$ cat src/rtl/jigl_ws_if.sv
// CPU-side bus bundle for the jigl_ws glue block: address, bank byte, cycle qualifiers,
// strobes, chip selects, RDY and the wait-state FSM debug view.
interface jigl_ws_if #(
   parameter int BANK_W   = 8,
   parameter int IO_SLOTS = 8
);
   // RDY handshake: a qualifying cycle seen in IDLE may drop RDY; while RDY=0 the CPU
   // holds address, bank and nRW stable and the glue holds BA and all selects.
   logic [15:5]          ADDR;
   logic [BANK_W-1:0]    DB;
   logic                 nRW;
   logic                 VDA;
   logic                 VPA;
   logic [BANK_W-1:0]    BA;
   logic                 nRD;
   logic                 nWR;
   logic                 nROMCS;
   logic                 nRAM1CS;
   logic                 nRAM2CS;
   logic [IO_SLOTS-1:0]  nIOSEL;
   logic                 RDY;
   logic                 ws_wait_dbg;

   modport master (
      output ADDR, DB, nRW, VDA, VPA,
      input  BA, nRD, nWR, nROMCS, nRAM1CS, nRAM2CS, nIOSEL, RDY, ws_wait_dbg
   );

   modport slave (
      input  ADDR, DB, nRW, VDA, VPA,
      output BA, nRD, nWR, nROMCS, nRAM1CS, nRAM2CS, nIOSEL, RDY, ws_wait_dbg
   );
endinterface

$ cat src/rtl/jigl_ws.sv
// 65816 glue: bank latch, ROM/RAM1/RAM2/I/O decode and per-region wait-state RDY stretcher.
// Optional JIGL_WSREG_EN turns I/O slot 0 into a writable ROM wait-state register.
module jigl_ws #(
   parameter int BANK_W   = 8,
   parameter int IO_SLOTS = 8,
   parameter int WS_W     = 3,
   parameter int ROM_WS   = 2,
   parameter int RAM_WS   = 0,
   parameter int IO_WS    = 1
) (
   input logic     PHI2,
   input logic     RESET,
   jigl_ws_if.slave bus
);
   typedef enum logic {IDLE = 1'b0, WAIT = 1'b1} state_e;

   localparam logic [WS_W-1:0] ROM_WS_T = WS_W'(ROM_WS);
   localparam logic [WS_W-1:0] RAM_WS_T = WS_W'(RAM_WS);
   localparam logic [WS_W-1:0] IO_WS_T  = WS_W'(IO_WS);

   state_e              state_q, state_d;
   logic [WS_W-1:0]     count_q, count_d;
   logic [BANK_W-1:0]   ba_q, ba_d;
   logic [WS_W-1:0]     rom_ws_cur;
   logic [WS_W-1:0]     region_ws;
   logic                bank0, lowrom, highrom, io, ram, ram1, ram2;
   logic [IO_SLOTS-1:0] io_sel_n;
   logic                unused_addr;

   assign unused_addr = ^bus.ADDR[10:8];

   // Decode runs on the latched bank, so it is stable across any wait states.
   always_comb begin
      bank0   = (ba_q == '0);
      lowrom  = bank0 & (bus.ADDR[15:11] == 5'b11111);
      highrom = ba_q[BANK_W-1];
      io      = bank0 & (bus.ADDR[15:11] == 5'b11110) & bus.VDA;
      ram     = ~highrom & ~lowrom & ~io;
      ram1    = ram & ~ba_q[BANK_W-2];
      ram2    = ram & ba_q[BANK_W-2];
   end

   always_comb begin
      io_sel_n = '1;
      for (int k = 0; k < IO_SLOTS; k++) begin
         if (io && (bus.ADDR[7:5] == 3'(k))) io_sel_n[k] = 1'b0;
      end
`ifdef JIGL_WSREG_EN
      io_sel_n[0] = 1'b1;
`endif
   end

`ifdef JIGL_WSREG_EN
   logic [WS_W-1:0] rom_ws_q, rom_ws_d;

   always_comb begin
      rom_ws_d = rom_ws_q;
      if (state_q == IDLE && io && bus.ADDR[7:5] == 3'd0 && !bus.nRW)
         rom_ws_d = bus.DB[WS_W-1:0];
   end

   always_ff @(posedge PHI2) begin
      if (RESET) rom_ws_q <= ROM_WS_T;
      else       rom_ws_q <= rom_ws_d;
   end

   assign rom_ws_cur = rom_ws_q;
`else
   assign rom_ws_cur = ROM_WS_T;
`endif

   always_comb begin
      if (lowrom || highrom) region_ws = rom_ws_cur;
      else if (io)           region_ws = IO_WS_T;
      else                   region_ws = RAM_WS_T;
   end

   always_comb begin
      state_d = state_q;
      count_d = count_q;
      ba_d    = ba_q;
      case (state_q)
         IDLE: begin
            if (bus.VDA || bus.VPA) begin
               ba_d = bus.DB;
               if (region_ws != '0) begin
                  count_d = region_ws;
                  state_d = WAIT;
               end
            end
         end
         WAIT: begin
            count_d = count_q - WS_W'(1);
            if (count_q == WS_W'(1)) state_d = IDLE;
         end
         default: state_d = IDLE;
      endcase
   end

   always_ff @(posedge PHI2) begin
      if (RESET) begin
         state_q <= IDLE;
         count_q <= '0;
         ba_q    <= '0;
      end else begin
         state_q <= state_d;
         count_q <= count_d;
         ba_q    <= ba_d;
      end
   end

   assign bus.BA          = ba_q;
   assign bus.nRD         = ~(PHI2 & bus.nRW);
   assign bus.nWR         = ~(PHI2 & ~bus.nRW);
   assign bus.nROMCS      = ~(lowrom | highrom);
   assign bus.nRAM1CS     = ~ram1;
   assign bus.nRAM2CS     = ~ram2;
   assign bus.nIOSEL      = io_sel_n;
   assign bus.RDY         = (state_q == IDLE);
   assign bus.ws_wait_dbg = (state_q == WAIT);
endmodule

$ cat src/flat_wrapper.sv
// flat-port wrapper written by rule: the top's interface ports become plain ports
module jigl_ws_flat 
#(
   parameter int BANK_W   = 8,
   parameter int IO_SLOTS = 8,
   parameter int WS_W     = 3,
   parameter int ROM_WS   = 2,
   parameter int RAM_WS   = 0,
   parameter int IO_WS    = 1
)
  (PHI2, RESET, bus_ADDR, bus_DB, bus_nRW, bus_VDA, bus_VPA, bus_BA, bus_nRD, bus_nWR, bus_nROMCS, bus_nRAM1CS, bus_nRAM2CS, bus_nIOSEL, bus_RDY, bus_ws_wait_dbg);
  jigl_ws_if #(.BANK_W(BANK_W), .IO_SLOTS(IO_SLOTS)) bus_i ();
  input logic PHI2;
  input logic RESET;
  input wire logic [$bits(bus_i.ADDR)-1:0] bus_ADDR;
  input wire logic [$bits(bus_i.DB)-1:0] bus_DB;
  input wire logic [$bits(bus_i.nRW)-1:0] bus_nRW;
  input wire logic [$bits(bus_i.VDA)-1:0] bus_VDA;
  input wire logic [$bits(bus_i.VPA)-1:0] bus_VPA;
  output wire logic [$bits(bus_i.BA)-1:0] bus_BA;
  output wire logic [$bits(bus_i.nRD)-1:0] bus_nRD;
  output wire logic [$bits(bus_i.nWR)-1:0] bus_nWR;
  output wire logic [$bits(bus_i.nROMCS)-1:0] bus_nROMCS;
  output wire logic [$bits(bus_i.nRAM1CS)-1:0] bus_nRAM1CS;
  output wire logic [$bits(bus_i.nRAM2CS)-1:0] bus_nRAM2CS;
  output wire logic [$bits(bus_i.nIOSEL)-1:0] bus_nIOSEL;
  output wire logic [$bits(bus_i.RDY)-1:0] bus_RDY;
  output wire logic [$bits(bus_i.ws_wait_dbg)-1:0] bus_ws_wait_dbg;
  assign bus_i.ADDR = bus_ADDR;
  assign bus_i.DB = bus_DB;
  assign bus_i.nRW = bus_nRW;
  assign bus_i.VDA = bus_VDA;
  assign bus_i.VPA = bus_VPA;
  assign bus_BA = bus_i.BA;
  assign bus_nRD = bus_i.nRD;
  assign bus_nWR = bus_i.nWR;
  assign bus_nROMCS = bus_i.nROMCS;
  assign bus_nRAM1CS = bus_i.nRAM1CS;
  assign bus_nRAM2CS = bus_i.nRAM2CS;
  assign bus_nIOSEL = bus_i.nIOSEL;
  assign bus_RDY = bus_i.RDY;
  assign bus_ws_wait_dbg = bus_i.ws_wait_dbg;
  jigl_ws #(.BANK_W(BANK_W), .IO_SLOTS(IO_SLOTS), .WS_W(WS_W), .ROM_WS(ROM_WS), .RAM_WS(RAM_WS), .IO_WS(IO_WS)) u_core (.PHI2(PHI2), .RESET(RESET), .bus(bus_i));
endmodule
$ cat config.mk
export PLATFORM = sky130hd
export DESIGN_NAME = jigl_ws_flat
export DESIGN_NICKNAME = d
export VERILOG_FILES = /design/src/rtl/jigl_ws_if.sv /design/src/rtl/jigl_ws.sv /design/src/flat_wrapper.sv
export SDC_FILE = /design/constraint.sdc
export NUM_CORES = 1
export LEC_CHECK = 0
export CAP_MARGIN = 20
export CORE_MARGIN = 2
export CORE_UTILIZATION = 38
export CTS_BUF_LIST = sky130_fd_sc_hd__clkbuf_8
export CTS_CLUSTER_DIAMETER = 50
export DETAILED_ROUTE_END_ITERATION = 8
export PLACE_DENSITY = 0.89
export SYNTH_ARGS = -nofsm -noshare
export SYNTH_HDL_FRONTEND = slang
export SYNTH_SLANG_ARGS = --single-unit
$ cat constraint.sdc
create_clock -name PHI2 -period 3.2 [get_ports PHI2]
set_input_delay 0.64 -clock PHI2 [delete_from_list [all_inputs] [get_ports PHI2]]
set_output_delay 0.64 -clock PHI2 [all_outputs]
set_load 0.01 [all_outputs]
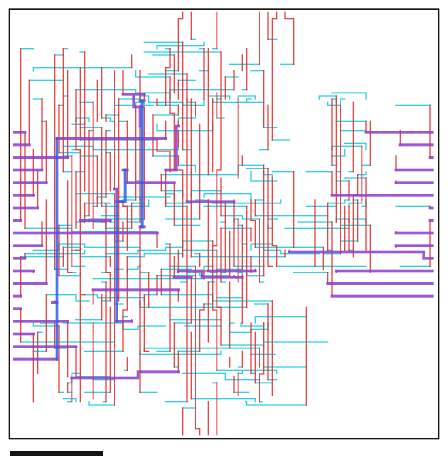
**Above:** wiring by layer.
Bar = 10 um.
layer	colour	wire length
met2	red	1220 um
met3	purple	230 um
met1	cyan	758 um
met4	blue	54.6 um
Via Count: 848
final wirelength: 2270 um

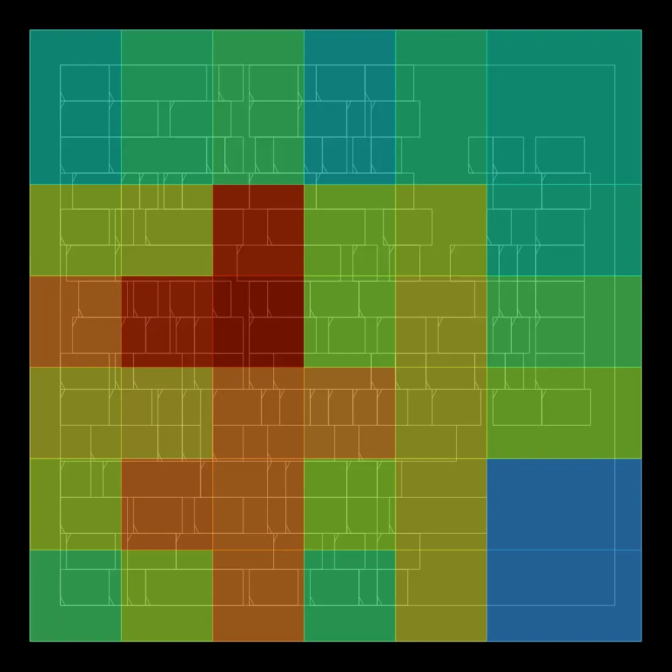
**Above:** routing congestion map.
Avg WL per Cell: 14.2 um
total track usage: 24.3%
met3 GRT Util: 9.80%
routing usage on met1: 21.2%
most used routing layer: met2

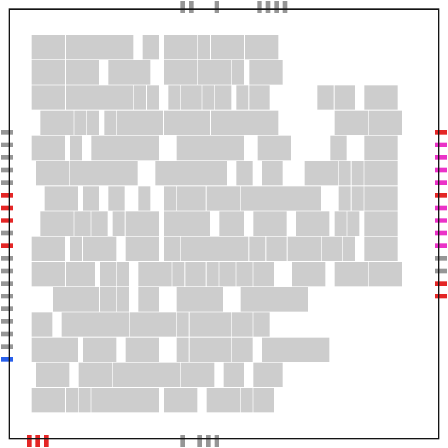
**Above:** pin placement.
Pins as bars across the die edge, other pins in grey.
port	colour	pins	direction	edge
bus_ADDR	red	11	input	4 east, 4 west, 3 south
PHI2	blue	1	input	west
bus_nIOSEL	magenta	8	output	east
all pins by edge	19 west, 14 east, 7 south, 7 north
port buffer count: 43
Die H: 46.2 um
die width: 46.2 um

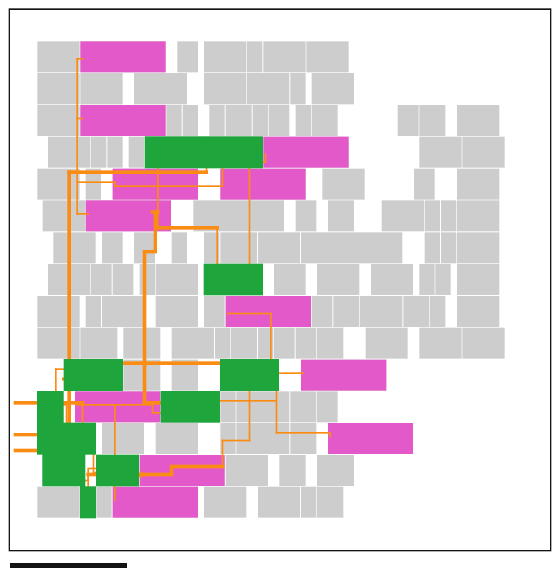
**Above:** clock distribution.
Bar = 10 um.
[clock wires] orange | length: 274 um
[flip-flops] magenta | count: 12
[cells driving clock nets] green | count: 11
routed clock nets	12
Clock net power: 314 uW
clock skew: 3.24 ps

## stage by stage
| stage | total power, mW | hold slack, ps |
|---|---|---|
| 6_report | 0.614 | 512 |
| 5_1_grt | 0.643 | 539 |
| 4_1_cts | 0.619 | 502 |
| 3_5_place_dp | 0.335 | 482 |
| 3_3_place_gp | 0.332 | 462 |
| 2_1_floorplan | 0.247 | 449 |
## flip-flops by register name, indices dropped and copies added (netlist names)
register                cells
u_core.count_q              3
u_core.bus.BA               8
u_core.bus.ws_wait_dbg      1
## report_power, final
| group | total [mW] | leakage (nW) | internal [mW] | switching, mW |
|---|---|---|---|---|
| combinational | 0.120 | 0.311 | 0.0674 | 0.0524 |
| sequential | 0.180 | 0.0991 | 0.163 | 0.0165 |
| clock | 0.314 | 0.0684 | 0.216 | 0.0981 |
## cell type report
type,instances,area [um2],share of cell area (%)
flip-flops and latches,12,240,19.6
repair buffers,41,410,33.4
well taps,25,31.3,2.55
clock buffers,9,116,9.47
multi-input cells,68,412,33.5
clock inverters,1,3.75,0.305
inverters,4,15.0,1.22
## logic make-up (layout without fill, tap and decap cells)
| group | count (synthesis) | count (layout) | synth area share (%) |
|---|---|---|---|
| simple gates | 46 | 46 | 39.8 |
| buf+inv | 6 | 55 | 3.52 |
| compound gates | 20 | 20 | 17.4 |
| flops | 12 | 12 | 35.6 |
| fa+ha+maj | 2 | 2 | 3.70 |
## worst max-delay path: stages
cell and delay, ps:
clkbuf_8 110, clkbuf_8 130, nand2_1 60, clkdlybuf4s50_1 530
## cells in the final DEF, fill, tap and decap left out, drive strengths merged, types with 2 or more instances in the layout
master / count
clkdlybuf4s50: 43
nand2: 25
a21oi: 13
dfxtp: 12
clkbuf: 7
inv: 5
nand2b: 5
nand3: 3
or2: 2
nor2b: 2
and2: 2
a31oi: 2
ha: 2
nor4: 2
==> run_results.csv <==
group,metric,value,unit
floorplanning,num_rows,15,
global_route,grt_pass1_wl,3550,um
global_route,overflow,0,
yosys,ys.flop_type,"dfxtp_1",
yosys,ys_ff,12,
critical_path,cp.arrival,2430,ps
place,preCtsSetupSlack,173,ps
final_timing,finalCriticalPeriod,3070,ps
route,routed_via_density,5.30,
final_timing,max_freq,0.328,GHz
clocking,cts_hold_buf,0,
critical_path,start_kind,"clock port",
critical_path,worstPathMaxFanout,2,
yosys,async_reset_ff_share,0,%
outcome,outcome,"finished clean",
route,drt_pass1_iterations,4,
place,place_inst,152,
place,gp_congestion,0.757,
yosys,ys_top_cells_by_count,"25 x nand2_1, 13 x a21oi_1, 12 x dfxtp_1",
power,ir_drop,0.494,mV
clocking,cts_tree,"done",
final_timing,grt_setup_unrepaired,"no",
route,dr.max_layer_used,"met4",
yosys,top_cells_by_area,"dfxtp_1 36%, nand2_1 14%, a21oi_1 9.6%, nand2b_1 4.6%, ha_1 3.7%",
place,dp_hpwl,1410,um
clocking,insertion_delay,340,ps
route,drc,0,
floorplanning,pin_count,47,
route,wl_met2,1220,um
hold_path,hold_depth,1,
critical_path,r2r-end,"u_core.count_q[0]$_SDFFE_PP0P_",
critical_path,cp-endpoint,"bus_nRD",
hold_path,hp-class,"reg -> reg",
clocking,cts_resized,0,
finish,design_area,1230,um2
yosys,yosysChipArea,676,um2
critical_path,r2r-start,"u_core.bus.BA[0]$_SDFFE_PP0P_",
critical_path,rrSetupSlack,1730,ps
final_timing,worstMarginPinSlew,420,ps
route,routed-wl-met3,230,um
global_route,grtUsageMet2,43.3,%
finish,final_cells,160,
final_timing,hold_viol,0,
critical_path,startpoint,"PHI2",
clocking,clkTransAtPathRegs,50,ps
finish,fillers,121,
yosys,edf_count,0,
power,powerDensity,500,nW/um2
route,m1WireLength,757,um
power,p_leak,0.479,nW
critical_path,end_kind,"output pin",
yosys,netlist_area,676,um2
finish,num-nets-final,162,
clocking,cts_setup_buffers,0,
yosys,ys_cells,86,
yosys,synth_nets,112,
job,maxCapViolations,0,
final_timing,drv_slew,0,
yosys,ys_types,26,
finish,area_growth,81.9,%
hold_path,min_to,"u_core.count_q[2]$_SDFFE_PP0P_",
floorplanning,core_area,1710,um2
final_timing,setup-tns-final,0,ps
finish,drive_gt1_share,9.63,%
hold_path,hold_path.startpoint,"u_core.count_q[2]$_SDFFE_PP0P_",
route,ant_nets,0,
yosys,yosysWarnings,0,
job,openroad.warnings,34,
finish,postLayoutCoreUtil,71.9,%
critical_path,cp_data_required_time,2560,ps
global_route,grt_max_degree,13,
final_timing,finalSetupViolations,0,
final_timing,relSlewSlack,71.8,%
final_timing,fin_crit_sh,95.9,%
final_timing,fin_ws,130,ps
floorplanning,die_area,2130,um2
critical_path,r2r_cells,4,
place,dpl_cell_area,1130,um2
finish,n_antenna_cell,0,
global_route,grt_antenna_before_repair,0,
global_route,grt_pass1_vias,873,
yosys,ys_seq_share,35.6,%
yosys,top_cell_area_share,35.6,%
yosys,syn_inst,86,
route,first_iter_violations,38,
yosys,most_common_cell,"nand2_1",
critical_path,worstSetupPathType,"clk -> out",
floorplanning,fp-utilization,39.6,%
yosys,top_area_cell,"dfxtp_1",
yosys,syn_avg_cell_area,7.86,um2
Power and IR drop assume default switching activity.
